Sizing map:
Bar = 50 um.
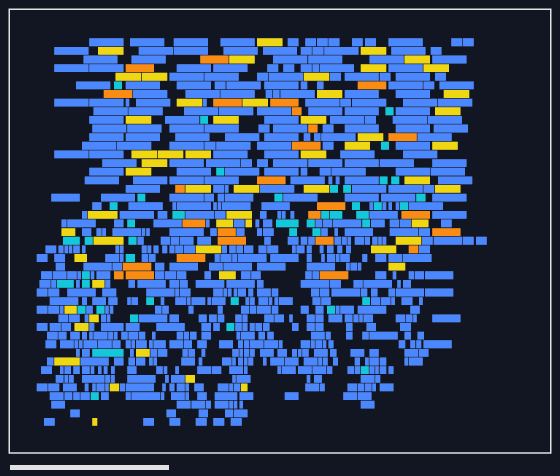
M4 wires:
Bar = 50 um.
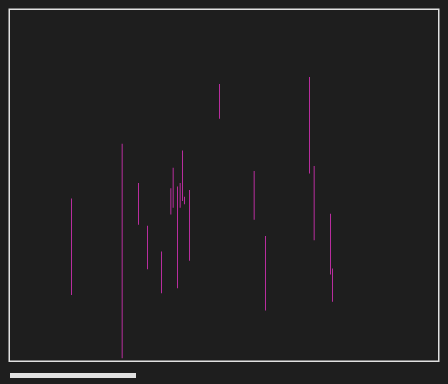
Clock routing:
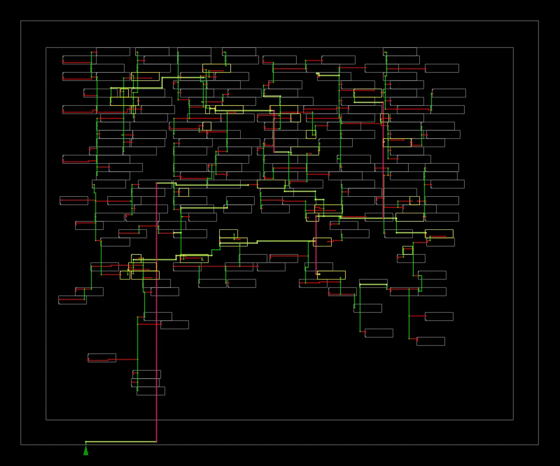
Clock distribution:
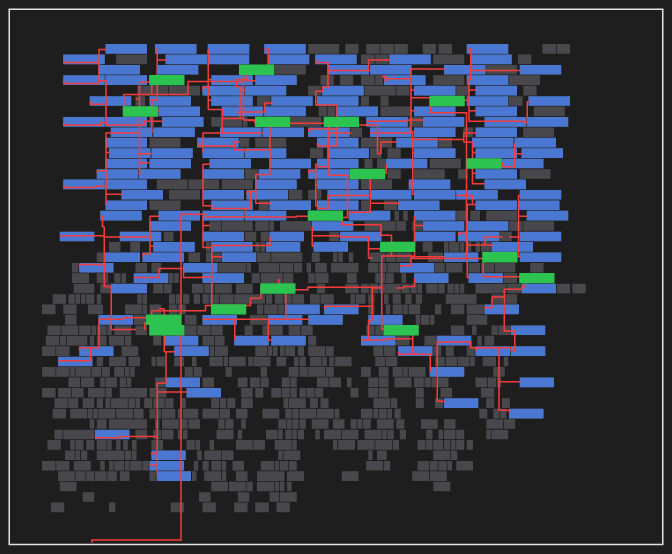
Pin placement:
Pins as bars across the die edge, other pins in grey.
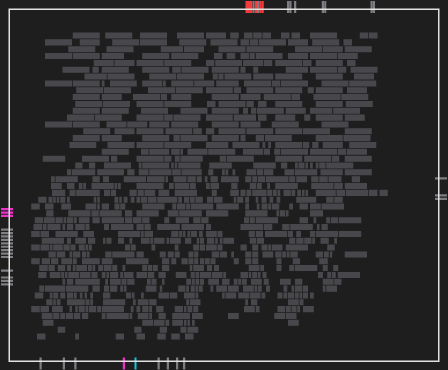
<file path="src/rtl/rename_retire_queue_pkg.sv">
// Shared definitions for the rename retire queue.
//   NAME_W / REPLICA_W  : physical name and checkpoint id widths
//   RETQ_DEPTH          : number of queue slots (power of two, >= 2)
//   RETQ_IDX_W          : log2(RETQ_DEPTH)
//   retq_entry_t        : per-slot view {name, chk_valid, chk, done}
//   in_range()          : is a slot index inside the occupied window
//   keep_count()        : number of slots kept by a squash to idx
package rename_pkg;

  localparam int NAME_W     = 6;
  localparam int REPLICA_W  = 2;
  localparam int RETQ_DEPTH = 16;
  localparam int RETQ_IDX_W = 4;

  typedef logic [RETQ_IDX_W-1:0] idx_t;
  typedef logic [RETQ_IDX_W:0]   cnt_t;

  localparam cnt_t DEPTH_CNT = cnt_t'(RETQ_DEPTH);

  typedef struct packed {
    logic [NAME_W-1:0]    name;
    logic                 chk_valid;
    logic [REPLICA_W-1:0] chk;
    logic                 done;
  } retq_entry_t;

  // Distance from head wraps modulo depth because idx_t is exactly
  // RETQ_IDX_W bits wide; a slot is occupied when that distance < count.
  function automatic logic in_range(input idx_t idx, input idx_t head,
                                    input cnt_t count);
    idx_t offset;
    offset = idx - head;
    return ({1'b0, offset} < count);
  endfunction

  // Slots head..idx inclusive survive a squash.
  function automatic cnt_t keep_count(input idx_t idx, input idx_t head);
    idx_t offset;
    offset = idx - head;
    return {1'b0, offset} + cnt_t'(1);
  endfunction

endpackage

</file>
<file path="src/rtl/rename_retire_queue_if.sv">
// Handshake bundle between the rename/writeback side and the retire queue.
//   master : rename/writeback side (drives enqueue, done, squash)
//   slave  : retire queue (drives ready, tail index, free/release, status)
interface rename_retire_queue_if;
  import rename_pkg::*;

  logic                 enq_e;
  logic [NAME_W-1:0]    enq_name;
  logic                 enq_chk_valid;
  logic [REPLICA_W-1:0] enq_chk;
  logic                 enq_ready;
  idx_t                 enq_idx;
  logic                 done_e;
  idx_t                 done_idx;
  logic [NAME_W-1:0]    name_f;
  logic                 fe;
  logic                 rel_e;
  logic [REPLICA_W-1:0] rel_chk;
  logic                 squash_e;
  idx_t                 squash_idx;
  cnt_t                 count;
  logic                 empty;

  modport master (
    output enq_e, enq_name, enq_chk_valid, enq_chk,
    output done_e, done_idx, squash_e, squash_idx,
    input  enq_ready, enq_idx, name_f, fe, rel_e, rel_chk, count, empty
  );

  modport slave (
    input  enq_e, enq_name, enq_chk_valid, enq_chk,
    input  done_e, done_idx, squash_e, squash_idx,
    output enq_ready, enq_idx, name_f, fe, rel_e, rel_chk, count, empty
  );

endinterface

</file>
<file path="src/rtl/rename_retire_queue_ptr_ctl.sv">
// Head/tail/count bookkeeping for the retire queue.
//   clk, rst_n    : clock, asynchronous active-low reset
//   enq_fire      : an enqueue is accepted this cycle (never with squash)
//   retire        : the head entry retires this cycle
//   squash_e/idx  : squash request and youngest surviving slot
//   head/tail     : current pointers
//   count         : occupied entries
//   kept          : slots surviving a squash to squash_idx
//   squash_valid  : squash_idx lies inside the occupied window
module retq_ptr_ctl
  import rename_pkg::*;
(
  input  logic clk,
  input  logic rst_n,
  input  logic enq_fire,
  input  logic retire,
  input  logic squash_e,
  input  idx_t squash_idx,
  output idx_t head,
  output idx_t tail,
  output cnt_t count,
  output cnt_t kept,
  output logic squash_valid
);

  idx_t head_reg, head_next;
  idx_t tail_reg, tail_next;
  cnt_t count_reg, count_next;

  assign squash_valid = squash_e && in_range(squash_idx, head_reg, count_reg);
  assign kept         = keep_count(squash_idx, head_reg);

  always_comb begin
    head_next  = head_reg;
    tail_next  = tail_reg;
    count_next = count_reg;

    if (retire) begin
      head_next = head_reg + idx_t'(1);
    end

    if (squash_valid) begin
      // A retiring head is always among the kept slots, so it comes off
      // the kept total rather than the old count.
      tail_next  = squash_idx + idx_t'(1);
      count_next = retire ? kept - cnt_t'(1) : kept;
    end else begin
      if (enq_fire) begin
        tail_next = tail_reg + idx_t'(1);
      end
      case ({enq_fire, retire})
        2'b10:   count_next = count_reg + cnt_t'(1);
        2'b01:   count_next = count_reg - cnt_t'(1);
        default: count_next = count_reg;
      endcase
    end
  end

  always_ff @(posedge clk or negedge rst_n) begin
    if (!rst_n) begin
      head_reg  <= '0;
      tail_reg  <= '0;
      count_reg <= '0;
    end else begin
      head_reg  <= head_next;
      tail_reg  <= tail_next;
      count_reg <= count_next;
    end
  end

  assign head  = head_reg;
  assign tail  = tail_reg;
  assign count = count_reg;

endmodule

</file>
<file path="src/rtl/rename_retire_queue.sv">
// In-order retirement tracker for the checkpointing rename file.
// Entries are enqueued in program order, marked done by writeback and
// retired from the head, producing a free-name request (name_f/fe) and
// a checkpoint release (rel_e/rel_chk). A squash truncates the tail so
// squashed names are never freed here.
//   clk   : clock
//   rst_n : asynchronous active-low reset
//   bus   : rename_retire_queue_if.slave (enqueue, done, squash, retire)
module rename_retire_queue
  import rename_pkg::*;
(
  input  logic clk,
  input  logic rst_n,
  rename_retire_queue_if.slave bus
);

  logic [NAME_W-1:0]    name_mem [RETQ_DEPTH];
  logic [REPLICA_W-1:0] chk_mem  [RETQ_DEPTH];
  logic [RETQ_DEPTH-1:0] done_vec;
  logic [RETQ_DEPTH-1:0] chk_valid_vec;

  idx_t        head;
  idx_t        tail;
  cnt_t        count;
  cnt_t        kept;
  logic        squash_valid;
  logic        occupied;
  logic        enq_ready;
  logic        enq_fire;
  logic        retire;
  logic        done_occupied;
  retq_entry_t head_entry;

  retq_ptr_ctl u_ptr_ctl (
    .clk          (clk),
    .rst_n        (rst_n),
    .enq_fire     (enq_fire),
    .retire       (retire),
    .squash_e     (bus.squash_e),
    .squash_idx   (bus.squash_idx),
    .head         (head),
    .tail         (tail),
    .count        (count),
    .kept         (kept),
    .squash_valid (squash_valid)
  );

  // Ready is forced low in reset so nothing is accepted while the
  // rename file is also held in reset.
  assign occupied      = (count != '0);
  assign enq_ready     = rst_n && (count < DEPTH_CNT) && !bus.squash_e;
  assign enq_fire      = bus.enq_e && enq_ready;
  assign done_occupied = in_range(bus.done_idx, head, count);

  always_comb begin
    head_entry.name      = name_mem[head];
    head_entry.chk_valid = chk_valid_vec[head];
    head_entry.chk       = chk_mem[head];
    head_entry.done      = done_vec[head];
  end

  assign retire = occupied && head_entry.done;

  // Name/checkpoint payload needs no reset: it is only observed for
  // occupied slots, all of which were written on enqueue.
  always_ff @(posedge clk) begin
    if (enq_fire) begin
      name_mem[tail] <= bus.enq_name;
      chk_mem[tail]  <= bus.enq_chk;
    end
  end

  generate
    for (genvar gi = 0; gi < RETQ_DEPTH; gi++) begin : g_slot
      logic done_bit_reg;
      logic chk_valid_bit_reg;
      logic slot_retire;
      logic slot_discard;
      logic slot_enq;
      logic slot_done;

      assign slot_retire  = retire && (head == idx_t'(gi));
      assign slot_discard = squash_valid && !in_range(idx_t'(gi), head, kept);
      assign slot_enq     = enq_fire && (tail == idx_t'(gi));
      assign slot_done    = bus.done_e && done_occupied &&
                            (bus.done_idx == idx_t'(gi));

      // Clearing wins over a same-cycle done: a retiring or squashed
      // slot must not come back as done.
      always_ff @(posedge clk or negedge rst_n) begin
        if (!rst_n) begin
          done_bit_reg      <= 1'b0;
          chk_valid_bit_reg <= 1'b0;
        end else if (slot_retire || slot_discard) begin
          done_bit_reg      <= 1'b0;
          chk_valid_bit_reg <= 1'b0;
        end else if (slot_enq) begin
          done_bit_reg      <= 1'b0;
          chk_valid_bit_reg <= bus.enq_chk_valid;
        end else if (slot_done) begin
          done_bit_reg      <= 1'b1;
        end
      end

      assign done_vec[gi]      = done_bit_reg;
      assign chk_valid_vec[gi] = chk_valid_bit_reg;
    end
  endgenerate

  assign bus.enq_ready = enq_ready;
  assign bus.enq_idx   = tail;
  assign bus.fe        = retire;
  assign bus.name_f    = occupied ? head_entry.name : '0;
  assign bus.rel_e     = retire && head_entry.chk_valid;
  assign bus.rel_chk   = occupied ? head_entry.chk : '0;
  assign bus.count     = count;
  assign bus.empty     = !occupied;

endmodule
</file>
<file path="src/flat_wrapper.sv">
// flat-port wrapper written by rule: the top's interface ports become plain ports
module rename_retire_queue_flat import rename_pkg::*;
  (clk, rst_n, bus_enq_e, bus_enq_name, bus_enq_chk_valid, bus_enq_chk, bus_done_e, bus_done_idx, bus_squash_e, bus_squash_idx, bus_enq_ready, bus_enq_idx, bus_name_f, bus_fe, bus_rel_e, bus_rel_chk, bus_count, bus_empty);
  rename_retire_queue_if bus_i ();
  input  logic clk;
  input  logic rst_n;
  input wire logic [$bits(bus_i.enq_e)-1:0] bus_enq_e;
  input wire logic [$bits(bus_i.enq_name)-1:0] bus_enq_name;
  input wire logic [$bits(bus_i.enq_chk_valid)-1:0] bus_enq_chk_valid;
  input wire logic [$bits(bus_i.enq_chk)-1:0] bus_enq_chk;
  input wire logic [$bits(bus_i.done_e)-1:0] bus_done_e;
  input wire logic [$bits(bus_i.done_idx)-1:0] bus_done_idx;
  input wire logic [$bits(bus_i.squash_e)-1:0] bus_squash_e;
  input wire logic [$bits(bus_i.squash_idx)-1:0] bus_squash_idx;
  output wire logic [$bits(bus_i.enq_ready)-1:0] bus_enq_ready;
  output wire logic [$bits(bus_i.enq_idx)-1:0] bus_enq_idx;
  output wire logic [$bits(bus_i.name_f)-1:0] bus_name_f;
  output wire logic [$bits(bus_i.fe)-1:0] bus_fe;
  output wire logic [$bits(bus_i.rel_e)-1:0] bus_rel_e;
  output wire logic [$bits(bus_i.rel_chk)-1:0] bus_rel_chk;
  output wire logic [$bits(bus_i.count)-1:0] bus_count;
  output wire logic [$bits(bus_i.empty)-1:0] bus_empty;
  assign bus_i.enq_e = bus_enq_e;
  assign bus_i.enq_name = bus_enq_name;
  assign bus_i.enq_chk_valid = bus_enq_chk_valid;
  assign bus_i.enq_chk = bus_enq_chk;
  assign bus_i.done_e = bus_done_e;
  assign bus_i.done_idx = bus_done_idx;
  assign bus_i.squash_e = bus_squash_e;
  assign bus_i.squash_idx = bus_squash_idx;
  assign bus_enq_ready = bus_i.enq_ready;
  assign bus_enq_idx = bus_i.enq_idx;
  assign bus_name_f = bus_i.name_f;
  assign bus_fe = bus_i.fe;
  assign bus_rel_e = bus_i.rel_e;
  assign bus_rel_chk = bus_i.rel_chk;
  assign bus_count = bus_i.count;
  assign bus_empty = bus_i.empty;
  rename_retire_queue u_core (.clk(clk), .rst_n(rst_n), .bus(bus_i));
endmodule
</file>
<file path="config.mk">
export PLATFORM = sky130hd
export DESIGN_NAME = rename_retire_queue_flat
export DESIGN_NICKNAME = d
export VERILOG_FILES = /design/src/rtl/rename_retire_queue_pkg.sv /design/src/rtl/rename_retire_queue_if.sv /design/src/rtl/rename_retire_queue_ptr_ctl.sv /design/src/rtl/rename_retire_queue.sv /design/src/flat_wrapper.sv
export SDC_FILE = /design/constraint.sdc
export NUM_CORES = 1
export LEC_CHECK = 0
export CAP_MARGIN = 20
export CORE_ASPECT_RATIO = 0.8
export CORE_MARGIN = 8
export CORE_UTILIZATION = 50
export CTS_CLUSTER_SIZE = 40
export DETAILED_ROUTE_END_ITERATION = 16
export HOLD_SLACK_MARGIN = 0.08
export PLACE_DENSITY = 0.76
export SLEW_MARGIN = 30
export SYNTH_ARGS = -nofsm -noshare
export SYNTH_HDL_FRONTEND = slang
export SYNTH_HIERARCHICAL = 1
export SYNTH_SLANG_ARGS = --single-unit
</file>
<file path="constraint.sdc">
create_clock -name clk -period 4.4 [get_ports clk]
set_input_delay 0.88 -clock clk [delete_from_list [all_inputs] [get_ports clk]]
set_output_delay 0.88 -clock clk [all_outputs]
set_load 0.02 [all_outputs]
</file>
==> impl_metrics.csv <==
group,metric,value,unit
status,status,"finished clean",
final_timing,hold_ws,0.573,ns
floorplanning,tap_cells,258,
critical_path,cp-endpoint,"bus_rel_e",
finish,final_util,57.8,%
global_route,grt_pass1_vias,6603,
finish,drive_above_1_share,15.8,%
critical_path,cp-start-kind,"flip-flop",
finish,buffers,74,
critical_path,crit_cells,6,
clock_network,cts_made_buffers,17,
finish,fin_area,10900,um^2
logic_synthesis,ys_seq_share,52.3,%
global_route,grt_pass1_wl,37.4,mm
final_timing,layout_setup_ws,0.343,ns
final_timing,fin_crit,4.06,ns
critical_path,worst-setup-path-type,"flip-flop to output pin",
critical_path,crit_arrival,3.18,ns
finish,lay_top_cells,"edfxtp_1 (128), ha_1 (59), inv_1 (45), nor2_1 (44), dfrtp_1 (43)",
final_timing,setup_viol,0,
placement,dp.cells,1018,
logic_synthesis,flop_cell,"edfxtp_1",
finish,final_nets,863,
finish,dominant_cells,"flip-flops and latches",
logic_synthesis,yosys_cells,723,
logic_synthesis,mux_share,13.4,%
drt,top_layer,"met4",
critical_path,critPathLaunch,"u_core/u_ptr_ctl/head[0]",
critical_path,r2r_setup_slack,0.57,ns
logic_synthesis,adder_share,8.39,%
clock_network,ctsResizeCount,0,
drt,vias_per_cell,6.21,
global_route,met2_usage,30.7,%
logic_synthesis,xor_area_share,2.96,%
drt,drt_wl_total,23.7,mm
placement,postPlaceCellArea,10300,um^2
final_timing,tightestPinTransition,0.760,ns
logic_synthesis,largest_area_cell,"edfxtp_1",
logic_synthesis,synthArstFlopShare,26.0,%
clock_network,htree_levels,4,
logic_synthesis,netlist_logic_family_top,"multiplexers",
clock_network,postCtsSetupRepairBufs,0,
critical_path,crit_family,"simple AND/OR/NAND/NOR gates",
critical_path,crit_slowest_cell,"clkdlybuf4s50_1",
critical_path,worst-path-buf-inv,1,
drt,drc,0,
flow_run,drv_cap,0,
logic_synthesis,synth.distinct_cells,58,
drt,drt_iter0_drc,738,
clock_network,clock-sinks,173,
critical_path,cp.required,3.52,ns
floorplanning,initCoreUtil,50.6,%
clock_network,cts_tree,"built",
drt,firstDrtPassIters,5,
logic_synthesis,synth.cellmix.compoundShare,11.4,%
finish,seq_share,45.7,%
finish,flop_area,4970,um^2
finish,final_cell_count_no_fill,1050,
finish,logic_area,4190,um^2
logic_synthesis,synth.area.top_cells,"edfxtp_1 (40%), dfrtp_1 (12%), mux4_2 (8.8%), ha_1 (7.8%), mux2i_1 (3.9%)",
logic_synthesis,ys_area,9510,um^2
drt,ant_nets,0,
final_timing,slew_violations,0,
finish,top_register,"u_core/name_mem",
min_path,hp-class,"input pin to asynchronous set/reset pin",
finish,diodes,0,
finish,inv_count,45,
clock_network,path_clk_slew,0.07,ns
final_timing,slew_headroom,49.2,%
logic_synthesis,yosys-top-cells-count,"edfxtp_1 (128), ha_1 (59), dfrtp_1 (45), inv_1 (45), nor2_1 (44)",
drt,wl_met3,1.98,mm
placement,dp_slack,-0.0263,ns
clock_network,ctsHoldBuffers,0,
Back to the opening pictures, 'sizing map':
- cyan: _3 and _4 cells (cells 44; share 5.6%)
- orange: _6 and larger (cells 26; share 3.3%)
- blue: _0 and _1 cells (cells 667; share 84%)
- yellow: _2 cells (cells 55; share 6.9%)

Back to the opening pictures, 'M4 wires':
- nets with wire on the layer: 17
- share of all routed wire: 2.0%

Back to the opening pictures, 'clock routing':
Insertion Delay late pin: 0.43 ns
num sequential: 173

Back to the opening pictures, 'clock distribution':
- green: clock drivers (count 17)
- red: clock wires (length 1890 um)
- blue: flip-flops (count 173)
- routed clock nets: 18
worst clock skew: 0.00983 ns

Back to the opening pictures, 'pin placement':
- red: `bus_name_f` (pins 6; direction output; edge north)
- magenta: `bus_enq_idx` (pins 4; direction output; edge 3 west, 1 south)
- cyan: `bus_done_e` (pins 1; direction input; edge south)
- all pins by edge: 16 west, 15 north, 9 south, 3 east
Die Y: 139 um
PortBufs: 42

